**src/rtl/sync_fifo_prog.sv**
```systemverilog
// sync_fifo_prog: single-clock FIFO with a selectable standard or
// first-word-fall-through read port, run-time programmable almost-full and
// almost-empty thresholds, an exact fill-level output, a synchronous flush,
// and sticky overflow/underflow error flags.
module sync_fifo_prog #(
    parameter int DATA_WIDTH = 8,
    parameter int FIFO_DEPTH = 16,
    parameter int FWFT       = 0,
    localparam int ADDR_WIDTH = $clog2(FIFO_DEPTH)
) (
    input  logic                  clk,
    input  logic                  rst,
    input  logic                  flush,
    input  logic                  wr_en,
    input  logic [DATA_WIDTH-1:0] wr_data,
    input  logic                  rd_en,
    output logic [DATA_WIDTH-1:0] rd_data,
    input  logic [ADDR_WIDTH:0]   afull_thresh,
    input  logic [ADDR_WIDTH:0]   aempty_thresh,
    input  logic                  clr_err,
    output logic                  full,
    output logic                  empty,
    output logic                  afull,
    output logic                  aempty,
    output logic [ADDR_WIDTH:0]   count,
    output logic                  overflow,
    output logic                  underflow
);

    localparam logic [ADDR_WIDTH:0] L_ONE   = {{ADDR_WIDTH{1'b0}}, 1'b1};
    localparam logic [ADDR_WIDTH:0] L_ZERO  = {(ADDR_WIDTH+1){1'b0}};
    localparam logic [ADDR_WIDTH:0] L_DEPTH = (ADDR_WIDTH+1)'(FIFO_DEPTH);

    // Storage is deliberately left without reset; pointers define validity.
    logic [DATA_WIDTH-1:0] r_mem [FIFO_DEPTH];

    logic [ADDR_WIDTH:0]   r_wr_ptr;
    logic [ADDR_WIDTH:0]   r_rd_ptr;
    logic [ADDR_WIDTH:0]   r_count;
    logic                  r_full;
    logic                  r_empty;
    logic                  r_afull;
    logic                  r_aempty;
    logic                  r_overflow;
    logic                  r_underflow;
    logic [DATA_WIDTH-1:0] r_rd_data;

    logic                  w_wr_vld;
    logic                  w_rd_vld;
    logic                  w_ovf_set;
    logic                  w_udf_set;
    logic [ADDR_WIDTH:0]   w_count_nxt;
    logic                  w_full_nxt;
    logic                  w_empty_nxt;
    logic                  w_afull_nxt;
    logic                  w_aempty_nxt;
    logic [ADDR_WIDTH-1:0] w_wr_idx;
    logic [ADDR_WIDTH-1:0] w_rd_idx;

    // Accepted operations: writes blocked while full, reads blocked while empty.
    always_comb begin
        w_wr_vld  = wr_en & ~r_full;
        w_rd_vld  = rd_en & ~r_empty;
        w_ovf_set = wr_en & r_full;
        w_udf_set = rd_en & r_empty;
        w_wr_idx  = r_wr_ptr[ADDR_WIDTH-1:0];
        w_rd_idx  = r_rd_ptr[ADDR_WIDTH-1:0];
    end

    // Next fill level and the flags derived from it, so flags move with count.
    always_comb begin
        w_count_nxt = r_count;
        if (w_wr_vld && !w_rd_vld) begin
            w_count_nxt = r_count + L_ONE;
        end else if (w_rd_vld && !w_wr_vld) begin
            w_count_nxt = r_count - L_ONE;
        end else begin
            w_count_nxt = r_count;
        end
        w_full_nxt   = (w_count_nxt == L_DEPTH);
        w_empty_nxt  = (w_count_nxt == L_ZERO);
        w_afull_nxt  = (w_count_nxt >= afull_thresh);
        w_aempty_nxt = (w_count_nxt <= aempty_thresh);
    end

    // Pointer, count, flag and sticky-error state; flush restores reset values.
    always_ff @(posedge clk or posedge rst) begin
        if (rst) begin
            r_wr_ptr    <= L_ZERO;
            r_rd_ptr    <= L_ZERO;
            r_count     <= L_ZERO;
            r_full      <= 1'b0;
            r_empty     <= 1'b1;
            r_afull     <= 1'b0;
            r_aempty    <= 1'b1;
            r_overflow  <= 1'b0;
            r_underflow <= 1'b0;
        end else if (flush) begin
            r_wr_ptr    <= L_ZERO;
            r_rd_ptr    <= L_ZERO;
            r_count     <= L_ZERO;
            r_full      <= 1'b0;
            r_empty     <= 1'b1;
            r_afull     <= 1'b0;
            r_aempty    <= 1'b1;
            r_overflow  <= 1'b0;
            r_underflow <= 1'b0;
        end else begin
            if (w_wr_vld) begin
                r_wr_ptr <= r_wr_ptr + L_ONE;
            end
            if (w_rd_vld) begin
                r_rd_ptr <= r_rd_ptr + L_ONE;
            end
            r_count     <= w_count_nxt;
            r_full      <= w_full_nxt;
            r_empty     <= w_empty_nxt;
            r_afull     <= w_afull_nxt;
            r_aempty    <= w_aempty_nxt;
            // A new error event in the same cycle wins over clr_err.
            r_overflow  <= w_ovf_set | (r_overflow & ~clr_err);
            r_underflow <= w_udf_set | (r_underflow & ~clr_err);
        end
    end

    // Storage write; a flushing cycle discards the concurrent write.
    always_ff @(posedge clk) begin
        if (w_wr_vld && !flush) begin
            r_mem[w_wr_idx] <= wr_data;
        end
    end

    // Standard-mode read register: loads the head word on an accepted pop.
    always_ff @(posedge clk or posedge rst) begin
        if (rst) begin
            r_rd_data <= {DATA_WIDTH{1'b0}};
        end else if ((FWFT == 0) && w_rd_vld && !flush) begin
            r_rd_data <= r_mem[w_rd_idx];
        end
    end

    // Read port: FWFT shows the head word whenever data is present, zero otherwise.
    always_comb begin
        rd_data = r_rd_data;
        if (FWFT != 0) begin
            if (r_empty) begin
                rd_data = {DATA_WIDTH{1'b0}};
            end else begin
                rd_data = r_mem[w_rd_idx];
            end
        end else begin
            rd_data = r_rd_data;
        end
    end

    assign full      = r_full;
    assign empty     = r_empty;
    assign afull     = r_afull;
    assign aempty    = r_aempty;
    assign count     = r_count;
    assign overflow  = r_overflow;
    assign underflow = r_underflow;

endmodule

```
**config.mk**
```make
export PLATFORM = sky130hd
export DESIGN_NAME = sync_fifo_prog
export DESIGN_NICKNAME = d
export VERILOG_FILES = /design/src/rtl/sync_fifo_prog.sv
export SDC_FILE = /design/constraint.sdc
export NUM_CORES = 1
export LEC_CHECK = 0
export CELL_PAD_IN_SITES_DETAIL_PLACEMENT = 1
export CELL_PAD_IN_SITES_GLOBAL_PLACEMENT = 2
export CORE_MARGIN = 10
export CORE_UTILIZATION = 48
export CTS_CLUSTER_SIZE = 40
export DETAILED_ROUTE_END_ITERATION = 8
export GPL_TIMING_DRIVEN = 0
export PLACE_DENSITY_LB_ADDON = 0.05
export SLEW_MARGIN = 15
export SYNTH_ARGS = -nofsm -noshare
export SYNTH_HDL_FRONTEND = slang
export SYNTH_SLANG_ARGS = --single-unit
```
**constraint.sdc**
```tcl
create_clock -name clk -period 4.25 [get_ports clk]
set_input_delay 0.85 -clock clk [delete_from_list [all_inputs] [get_ports clk]]
set_output_delay 0.85 -clock clk [all_outputs]
set_load 0.01 [all_outputs]
```
### Metal layers overlaid

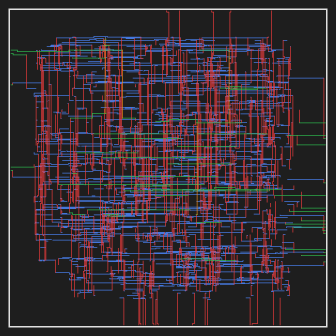
legend:
  blue:
    layer: metal 1
    wire_length: 6,520 µm
  orange:
    layer: metal 4
    wire_length: 132 µm
  green:
    layer: metal 3
    wire_length: 936 µm
  red:
    layer: metal 2
    wire_length: 7,140 µm
WL final: 14.7 mm
Total GRT Usage: 17.1%

### Signal wires on met3

Scale bar: 50 µm. Cells faint in the background.
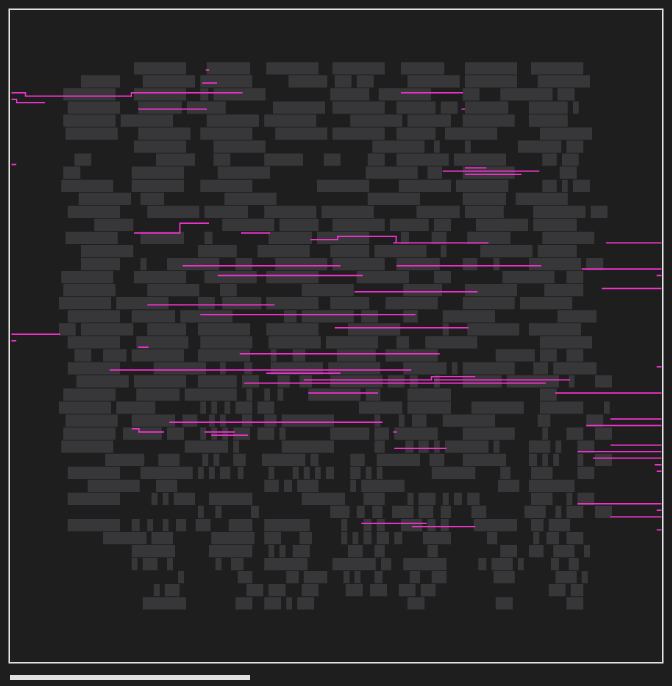
main direction: horizontal
share of all routed wire: 6.4%

==> results_slide.txt <==
Implementation Results

Outcome
  • Outcome: completed

Final timing
  • Setup TNS Final: 0 ps
  • Pins Over Slew Limit: 0
  • Tcrit/Tclk final: 74.0%
  • Max transition margin: 28.1%
  • Clock Skews: 6.75 ps
  • Hold_ws: 497 ps

Placed design
  • Post-DP Area: 7130 µm²

CTS
  • Clk latency late pin: 420 ps
  • CTS sink cnt: 155
  • CTS tree: done
  • Post-CTS setup buffer count: 0
  • Clk pin slew, worst setup/hold paths: 60 ps
  • CTS Hold Bufs: 0

Global routing
  • Pin count of the biggest net entering global routing: 28
  • First-pass GRT wire length: 23.2 mm
  • GRT overflow: 0

Worst setup path
  • Crit path required time: 4580 ps
  • Crit-path slowest cell: clkdlybuf4s50_1
  • CP dominant cell by count: o21a_1
  • CP Max Fanout: 4
  • Crit path max-delay family: AND-OR/OR-AND gates
  • End of the critical path: aempty
  • WS Path Type: input pin to flop
  • Critical path launch point type: input pin
  • Buf+Inv Stages, Crit Path: 1
  • Worst R2R End: aempty

Drt
  • DR WL/cell: 23.6 µm
  • First-iteration detailed-routing DRC count: 339
  • Drt drc: 0

Logic synthesis
  • Synth Warn #: 0
  • Post-Syn Area: 6450 µm²
  • Post-Syn Nets: 411

Die
  • Die height: 136 µm
  • Die width: 136 µm

Pwr
  • Seq pwr share: 45.4%
  • Gate power share: 15.3%

Cells and area
  • NonClk Buf Share: 6.78%
  • Post-route insts no fill: 623
  • Multi-input comb cells: 185
  • Util after Layout: 58.7%
  • Layout Nets: 475

Hold path
  • Hold path startpoint: rd_data[3]

Flow run
  • Max-cap violations: 0
[state kept, by name, summed over array words and instances (netlist names)]
signal     count
r_mem        128
rd_data        8
count          5
r_rd_ptr       4
r_wr_ptr       4
aempty         1
afull          1
empty          1
full           1
overflow       1
underflow      1
[routing by layer]
| metal | share of wire [%] | up-vias | track usage, % |
|---|---|---|---|
| li1 | - | 1566 | - |
| met2 | 48 | 91 | 26.5 |
| met3 | 6.4 | 10 | 3.87 |
| met5 | 0 | - | 0 |
| met4 | 0.89 | 0 | 4.79 |
| met1 | 44 | 1836 | 23.9 |
[cell families (layout without fill, tap and decap cells)]
family                   after synthesis  after routing  share of synthesized area [%]
flip-flops                           155            155                           70.1
AND/OR/NAND/NOR                       83             83                           6.32
multiplexers                          48             48                           13.7
buffers and inverters                 30            107                           2.13
AND-OR/OR-AND                         28             28                           3.28
adder cells (fa/ha/maj)               17             17                           3.30
XOR/XNOR                               9              9                           1.22
[power by group through the flow]
stage	Clock [mW]	Combinational (mW)	Sequential [mW]
final	1.53	0.597	1.77
after floorplan	0	0.319	1.82
after detailed placement	0	0.608	1.80
after global routing	1.63	0.664	1.78
after global placement	0	0.586	1.80
after CTS	1.55	0.612	1.77
[placed cells by master (no fill, tap or decap), types with 3 or more instances in the layout]
master / count
bufinv_16: 3
a21oi_1: 4
nor2_1: 27
buf_4: 6
ha_1: 17
xnor2_1: 4
mux2i_1: 16
clkinv_2: 3
o221ai_1: 9
nand3_1: 5
edfxtp_1: 128
clkdlybuf4s50_1: 42
mux4_2: 32
clkbuf_16: 17
nor3_2: 4
xor2_1: 5
dfrtp_1: 25
o21ai_0: 5
nand2b_1: 3
or3_1: 3
o21a_1: 3
nand2_1: 24
clkbuf_1: 7
and2_1: 3
buf_2: 5
inv_1: 14
No activity file was given, so power comes from the tool's default toggle rates.
